metal_stack.png
Two of the layers only.
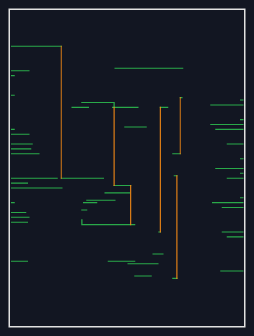
final_placement.png
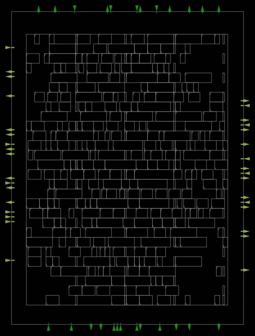
cell_classes.png
Bar = 20 um.
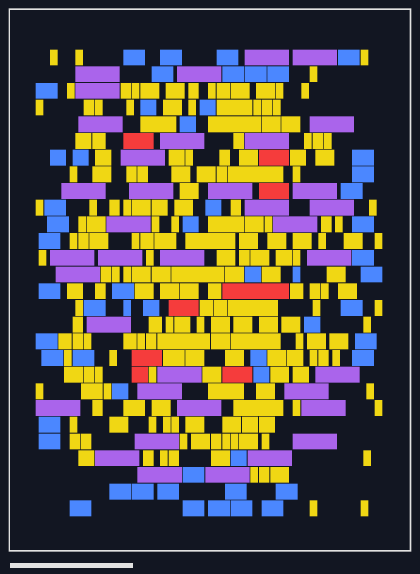
File: config.mk
export PLATFORM = sky130hd
export DESIGN_NAME = udma_crc_seq
export DESIGN_NICKNAME = d
export VERILOG_FILES = /design/src/rtl/udma_crc_seq_pkg.sv /design/src/rtl/udma_crc_seq_crc_cal.sv /design/src/rtl/udma_crc_seq.sv
export SDC_FILE = /design/constraint.sdc
export NUM_CORES = 1
export LEC_CHECK = 0
export CORE_ASPECT_RATIO = 1.4
export CORE_MARGIN = 4
export CORE_UTILIZATION = 49
export CTS_CLUSTER_DIAMETER = 80
export DETAILED_ROUTE_END_ITERATION = 12
export HOLD_SLACK_MARGIN = 0.12
export PLACE_DENSITY_LB_ADDON = 0.3
export RECOVER_POWER = 25
export SLEW_MARGIN = 20
export SYNTH_ARGS = -nofsm -noshare
export SYNTH_HDL_FRONTEND = slang
export SYNTH_SLANG_ARGS = --single-unit
File: constraint.sdc
create_clock -name CLK4 -period 2.94 [get_ports CLK4]
set_input_delay 0.588 -clock CLK4 [delete_from_list [all_inputs] [get_ports CLK4]]
set_output_delay 0.588 -clock CLK4 [all_outputs]
set_load 0.05 [all_outputs]
File: src/rtl/udma_crc_seq_pkg.sv
// Shared definitions for the UDMA burst CRC sequencer.
//   - FSM state encoding
//   - CRC preset and generator polynomial (x^16 + x^12 + x^5 + 1)
//   - default burst word counter width
//   - one-word CRC update helper used by the CRC core
package udma_crc_seq_pkg;

    localparam int          CNT_W_DEF  = 16;
    localparam logic [15:0] CRC_PRESET = 16'h4ABA;
    localparam logic [15:0] CRC_POLY   = 16'h1021;

    typedef enum logic [2:0] {
        ST_IDLE  = 3'd0,
        ST_XFER  = 3'd1,
        ST_TERM  = 3'd2,
        ST_CHECK = 3'd3,
        ST_DONE  = 3'd4
    } seq_state_t;

    // Advance the CRC by one 16-bit word, data bit 15 entering first.
    function automatic logic [15:0] crc16_word(input logic [15:0] crc,
                                               input logic [15:0] d);
        logic [15:0] c;
        logic        fb;
        c = crc;
        for (int i = 15; i >= 0; i--) begin
            fb = c[15] ^ d[i];
            c  = {c[14:0], 1'b0} ^ (fb ? CRC_POLY : 16'h0000);
        end
        return c;
    endfunction

endpackage

File: src/rtl/udma_crc_seq_crc_cal.sv
// CRC_CAL core: 16-bit word-parallel CRC register.
// Ports:
//   CLK4     in   clock
//   D        in   16-bit data word
//   CRC_ARM  in   0: register held at preset, 1: register may accumulate
//   CRC_ENB  in   fold D into the register on this edge (only while armed)
//   CRC      out  current CRC register value
// The preset load through CRC_ARM doubles as the core's reset: the sequencer
// keeps CRC_ARM low while idle, including during its own reset.
module udma_crc_seq_crc_cal
    import udma_crc_seq_pkg::*;
(
    input  logic        CLK4,
    input  logic [15:0] D,
    input  logic        CRC_ARM,
    input  logic        CRC_ENB,
    output logic [15:0] CRC
);

    always_ff @(posedge CLK4) begin
        if (!CRC_ARM)
            CRC <= CRC_PRESET;
        else if (CRC_ENB)
            CRC <= crc16_word(CRC, D);
    end

endmodule

File: src/rtl/udma_crc_seq.sv
// UDMA burst CRC sequencer.
// Accumulates a CRC over the words of one UDMA burst, latches it when the
// data phase ends, then compares it to the CRC word sent by the host.
// Optional build macro: UDMA_CRC_WORD_COUNT_EN enables the burst word
// counter; without it WORD_CNT is tied to zero.
// Ports:
//   CLK4         in   clock, all logic on rising edge
//   RST          in   synchronous active-high reset
//   BURST_START  in   pulse, burst begins (accepted only in IDLE)
//   BURST_STOP   in   pulse, data phase terminated
//   ABORT        in   pulse, cancel burst (wins over every other pulse)
//   WORD_STB     in   pulse, D carries a transferred word
//   HCRC_STB     in   pulse, D carries the host CRC word
//   D            in   16-bit data bus
//   BUSY         out  high in XFER, TERM, CHECK, DONE
//   CRC_OUT      out  CRC latched at burst termination
//   CRC_VALID    out  one-cycle pulse when CRC_OUT updates
//   CRC_ERR      out  sticky host/device CRC mismatch
//   WORD_CNT     out  words accumulated in the current burst
//
// state | meaning
// IDLE  | CRC core held at preset, waiting for BURST_START
// XFER  | data phase, each WORD_STB folds D into the CRC
// TERM  | data phase over, CRC latched into CRC_OUT on exit
// CHECK | waiting for host CRC word
// DONE  | compare done, back to IDLE next cycle
module udma_crc_seq
    import udma_crc_seq_pkg::*;
#(
    parameter int CNT_W = CNT_W_DEF
) (
    input  logic             CLK4,
    input  logic             RST,
    input  logic             BURST_START,
    input  logic             BURST_STOP,
    input  logic             ABORT,
    input  logic             WORD_STB,
    input  logic             HCRC_STB,
    input  logic [15:0]      D,
    output logic             BUSY,
    output logic [15:0]      CRC_OUT,
    output logic             CRC_VALID,
    output logic             CRC_ERR,
    output logic [CNT_W-1:0] WORD_CNT
);

    seq_state_t  state, state_nxt;
    logic        crc_arm;
    logic        crc_enb;
    logic [15:0] crc_cur;
    logic        start_acc;
    logic        word_acc;
    logic        latch_crc;
    logic        hcrc_acc;

    // ABORT beats every simultaneous pulse, including a start in IDLE.
    assign start_acc = (state == ST_IDLE)  && BURST_START && !ABORT;
    assign word_acc  = (state == ST_XFER)  && WORD_STB    && !ABORT;
    assign latch_crc = (state == ST_TERM)  && !ABORT;
    assign hcrc_acc  = (state == ST_CHECK) && HCRC_STB    && !ABORT;

    assign crc_arm = (state != ST_IDLE);
    assign crc_enb = word_acc;
    assign BUSY    = (state != ST_IDLE);

    always_ff @(posedge CLK4) begin
        if (RST)
            state <= ST_IDLE;
        else
            state <= state_nxt;
    end

    always_comb begin
        state_nxt = state;
        case (state)
            ST_IDLE: begin
                if (start_acc)
                    state_nxt = ST_XFER;
            end
            ST_XFER: begin
                if (ABORT)
                    state_nxt = ST_IDLE;
                else if (BURST_STOP)
                    state_nxt = ST_TERM;
            end
            ST_TERM: begin
                state_nxt = ABORT ? ST_IDLE : ST_CHECK;
            end
            ST_CHECK: begin
                if (ABORT)
                    state_nxt = ST_IDLE;
                else if (HCRC_STB)
                    state_nxt = ST_DONE;
            end
            ST_DONE: begin
                state_nxt = ST_IDLE;
            end
            default: begin
                state_nxt = ST_IDLE;
            end
        endcase
    end

    udma_crc_seq_crc_cal crc_cal (
        .CLK4    (CLK4),
        .D       (D),
        .CRC_ARM (crc_arm),
        .CRC_ENB (crc_enb),
        .CRC     (crc_cur)
    );

    // CRC_OUT and CRC_VALID update on the same edge, so the pulse lands on
    // the first CHECK cycle. The compare in CHECK uses the latched CRC_OUT.
    always_ff @(posedge CLK4) begin
        if (RST) begin
            CRC_OUT   <= 16'h0000;
            CRC_VALID <= 1'b0;
            CRC_ERR   <= 1'b0;
        end else begin
            CRC_VALID <= latch_crc;
            if (latch_crc)
                CRC_OUT <= crc_cur;
            if (start_acc)
                CRC_ERR <= 1'b0;
            else if (hcrc_acc)
                CRC_ERR <= CRC_ERR | (D != CRC_OUT);
        end
    end

`ifdef UDMA_CRC_WORD_COUNT_EN
    logic [CNT_W-1:0] word_cnt_q;

    // Free-running wrap; counting stops naturally once XFER is left.
    always_ff @(posedge CLK4) begin
        if (RST)
            word_cnt_q <= '0;
        else if (start_acc)
            word_cnt_q <= '0;
        else if (word_acc)
            word_cnt_q <= word_cnt_q + 1'b1;
    end

    assign WORD_CNT = word_cnt_q;
`else
    assign WORD_CNT = '0;
`endif

endmodule

==> impl_metrics.json <==
{
  "status": "finished clean",
  "antenna_left": 0,
  "max_slew_margin_pct": 41.77,
  "clk_pin_slew_worst_paths_ns": 0.08,
  "fill_cells": 378,
  "worstMarginPinSlew_ns": 0.8706,
  "route.vias.total": 1786,
  "crit_buf_inv": 1,
  "peakVddDrop_v": 0.0003106,
  "gp_congestion": 0.9152,
  "htreeDepth": 2,
  "crit_path_frequent_cell": "xnor2_2",
  "cts_resized": 0,
  "rsz0062_at_grt": "false",
  "area.combinational_um2": 1350,
  "critPathMaxFanout": 3,
  "io_buffers": 41,
  "grt_pass1_vias": 1821,
  "syn_to_final_growth_pct": 25.21,
  "layout.nets": 319,
  "setup_ws_ns": 0.3604,
  "hold_path_depth": 2,
  "cpMaxStageDelayCell": "clkdlybuf4s50_1",
  "top_level_ports": 58,
  "die-height_um": 87.97,
  "worstPathArrival_ns": 2.76,
  "min_to": "CRC_OUT[4]",
  "hold_violations": 0,
  "period_used_pct": 87.74,
  "rr_startpoint": "crc_cal.CRC[14]",
  "tns_ns": 0,
  "clk_path_buf_depth": 2,
  "clkLatencyLatePin_ns": 0.29,
  "post-place-ws_ns": 0.04705,
  "clock_sinks": 37,
  "fmax_mhz": 387.7,
  "maxSlewViolCount": 0,
  "cts_tree": "done",
  "yosys_area_um2": 2238,
  "worst_hold_path_type": "flop to flop",
  "fp_util_pct": 51.95,
  "yosysWarnings": 0,
  "power_density_nw_per_um2": 503.2
}
About metal_stack.png:
[orange] met4 | wire length: 148 um
[green] met3 | wire length: 297 um

About final_placement.png:
Final Util: 65.04%
Finished Layout Cells: 357
fraction of area in registers: 26.43%

About cell_classes.png:
[blue] other buffers and delay cells | cells: 56 | share of their area: 19%
[red] clock drivers and dummy loads | cells: 8 | share of their area: 4.4%
[purple] flip-flops | cells: 37 | share of their area: 27%
[yellow] all other logic | cells: 196 | share of their area: 50%

-- power breakdown --
group	internal [uW]	switching (uW)
logic	197	226
registers	509	10.6
clock network	276	192
-- final cells by class --
type	instances	share of cell area, %
Multi-Input combinational cell	195	48.17
Sequential cell	37	26.43
Tap cell	60	2.679
Timing Repair Buffer	56	18.30
Clock buffer	6	2.946
Clock inverter	2	1.339
Inverter	1	0.1339
-- placed cells by master, fill, tap and decap left out, drive strengths merged, types with 7 or more instances in the layout --
cell,synthesis,routed
nor3,7,7
buf,18,14
a21oi,20,20
nor2,14,14
xnor2,29,29
xor2,27,27
clkbuf,8,8
o211ai,7,7
nand2,41,41
clkdlybuf4s50,0,38
conb,1,16
dfxtp,37,37
-- per-stage QoR --
step                hold slack (ns)  cell area (um^2)  std cells  util (%)
global route                 0.5015              2803        357     65.04
CTS                          0.4858              2833        357     65.74
global placement             0.4651              2713        349     62.95
finish                       0.4819              2803        357     65.04
floorplan                    0.4543              2295        259         -
detailed placement           0.4726              2713        349     62.95
-- cells in the mapped netlist (all sizes together) --
master / n / area share (%)
nand2: 41 / 6.9
dfxtp: 37 / 33
xnor2: 29 / 13
xor2: 27 / 11
a21oi: 20 / 4.5
buf: 18 / 6.6
nor2: 14 / 3.1
clkbuf: 8 / 1.3
nor3: 7 / 1.8
o211ai: 7 / 2.3
xnor3: 6 / 6.1
a211oi: 5 / 1.7
nor4: 4 / 1.1
o21ai: 3 / 0.67
or2: 3 / 0.84
mux2i: 2 / 0.89
xor3: 2 / 2.2
a311oi: 1 / 0.39
a31oi: 1 / 0.28
and4b: 1 / 0.45
conb: 1 / 0.17
inv: 1 / 0.17
nand3: 1 / 0.22
nand4: 1 / 0.28
nand4b: 1 / 0.67
nor2b: 1 / 0.28
o31ai: 1 / 0.34
or3b: 1 / 0.39
-- cells by family (layout without fill, tap and decap cells) --
| group | count (synthesis) | count (layout) | synth area share, % |
|---|---|---|---|
| compound gates | 38 | 38 | 10.17 |
| xor+xnor | 64 | 64 | 31.58 |
| buf+inv | 27 | 65 | 8.105 |
| flops | 37 | 37 | 33.09 |
| mux | 2 | 2 | 0.8944 |
| other cells | 1 | 16 | 0.1675 |
| simple gates | 75 | 75 | 15.99 |
-- state kept, by name, summed over array words and instances (netlist names) --
| name | cells |
|---|---|
| CRC_OUT | 16 |
| crc_cal.CRC | 16 |
| state | 3 |
| CRC_ERR | 1 |
| CRC_VALID | 1 |
-- how the worst max path moves through the flow --
stage / start / to / cells past startpoint / slack [ns]
after floorplan: D[14] / crc_cal.CRC[7] / 6 / 0.52
after global placement: D[14] / crc_cal.CRC[7] / 7 / 0.14
after detailed placement: D[14] / crc_cal.CRC[7] / 7 / 0.05
after CTS: D[14] / crc_cal.CRC[7] / 7 / 0.35
after global routing: ABORT / crc_cal.CRC[7] / 6 / 0.20
final: D[14] / crc_cal.CRC[7] / 7 / 0.36
-- metal layers --
metal | wire, um | vias up | global-route usage, %
li1 | - | 885 | -
met1 | 2116 | 821 | 22.04
met2 | 2681 | 68 | 35.57
met3 | 297 | 12 | 4.236
met4 | 148 | 0 | 9.057
met5 | 0 | - | 0
Power is estimated from default activity; no workload was simulated.
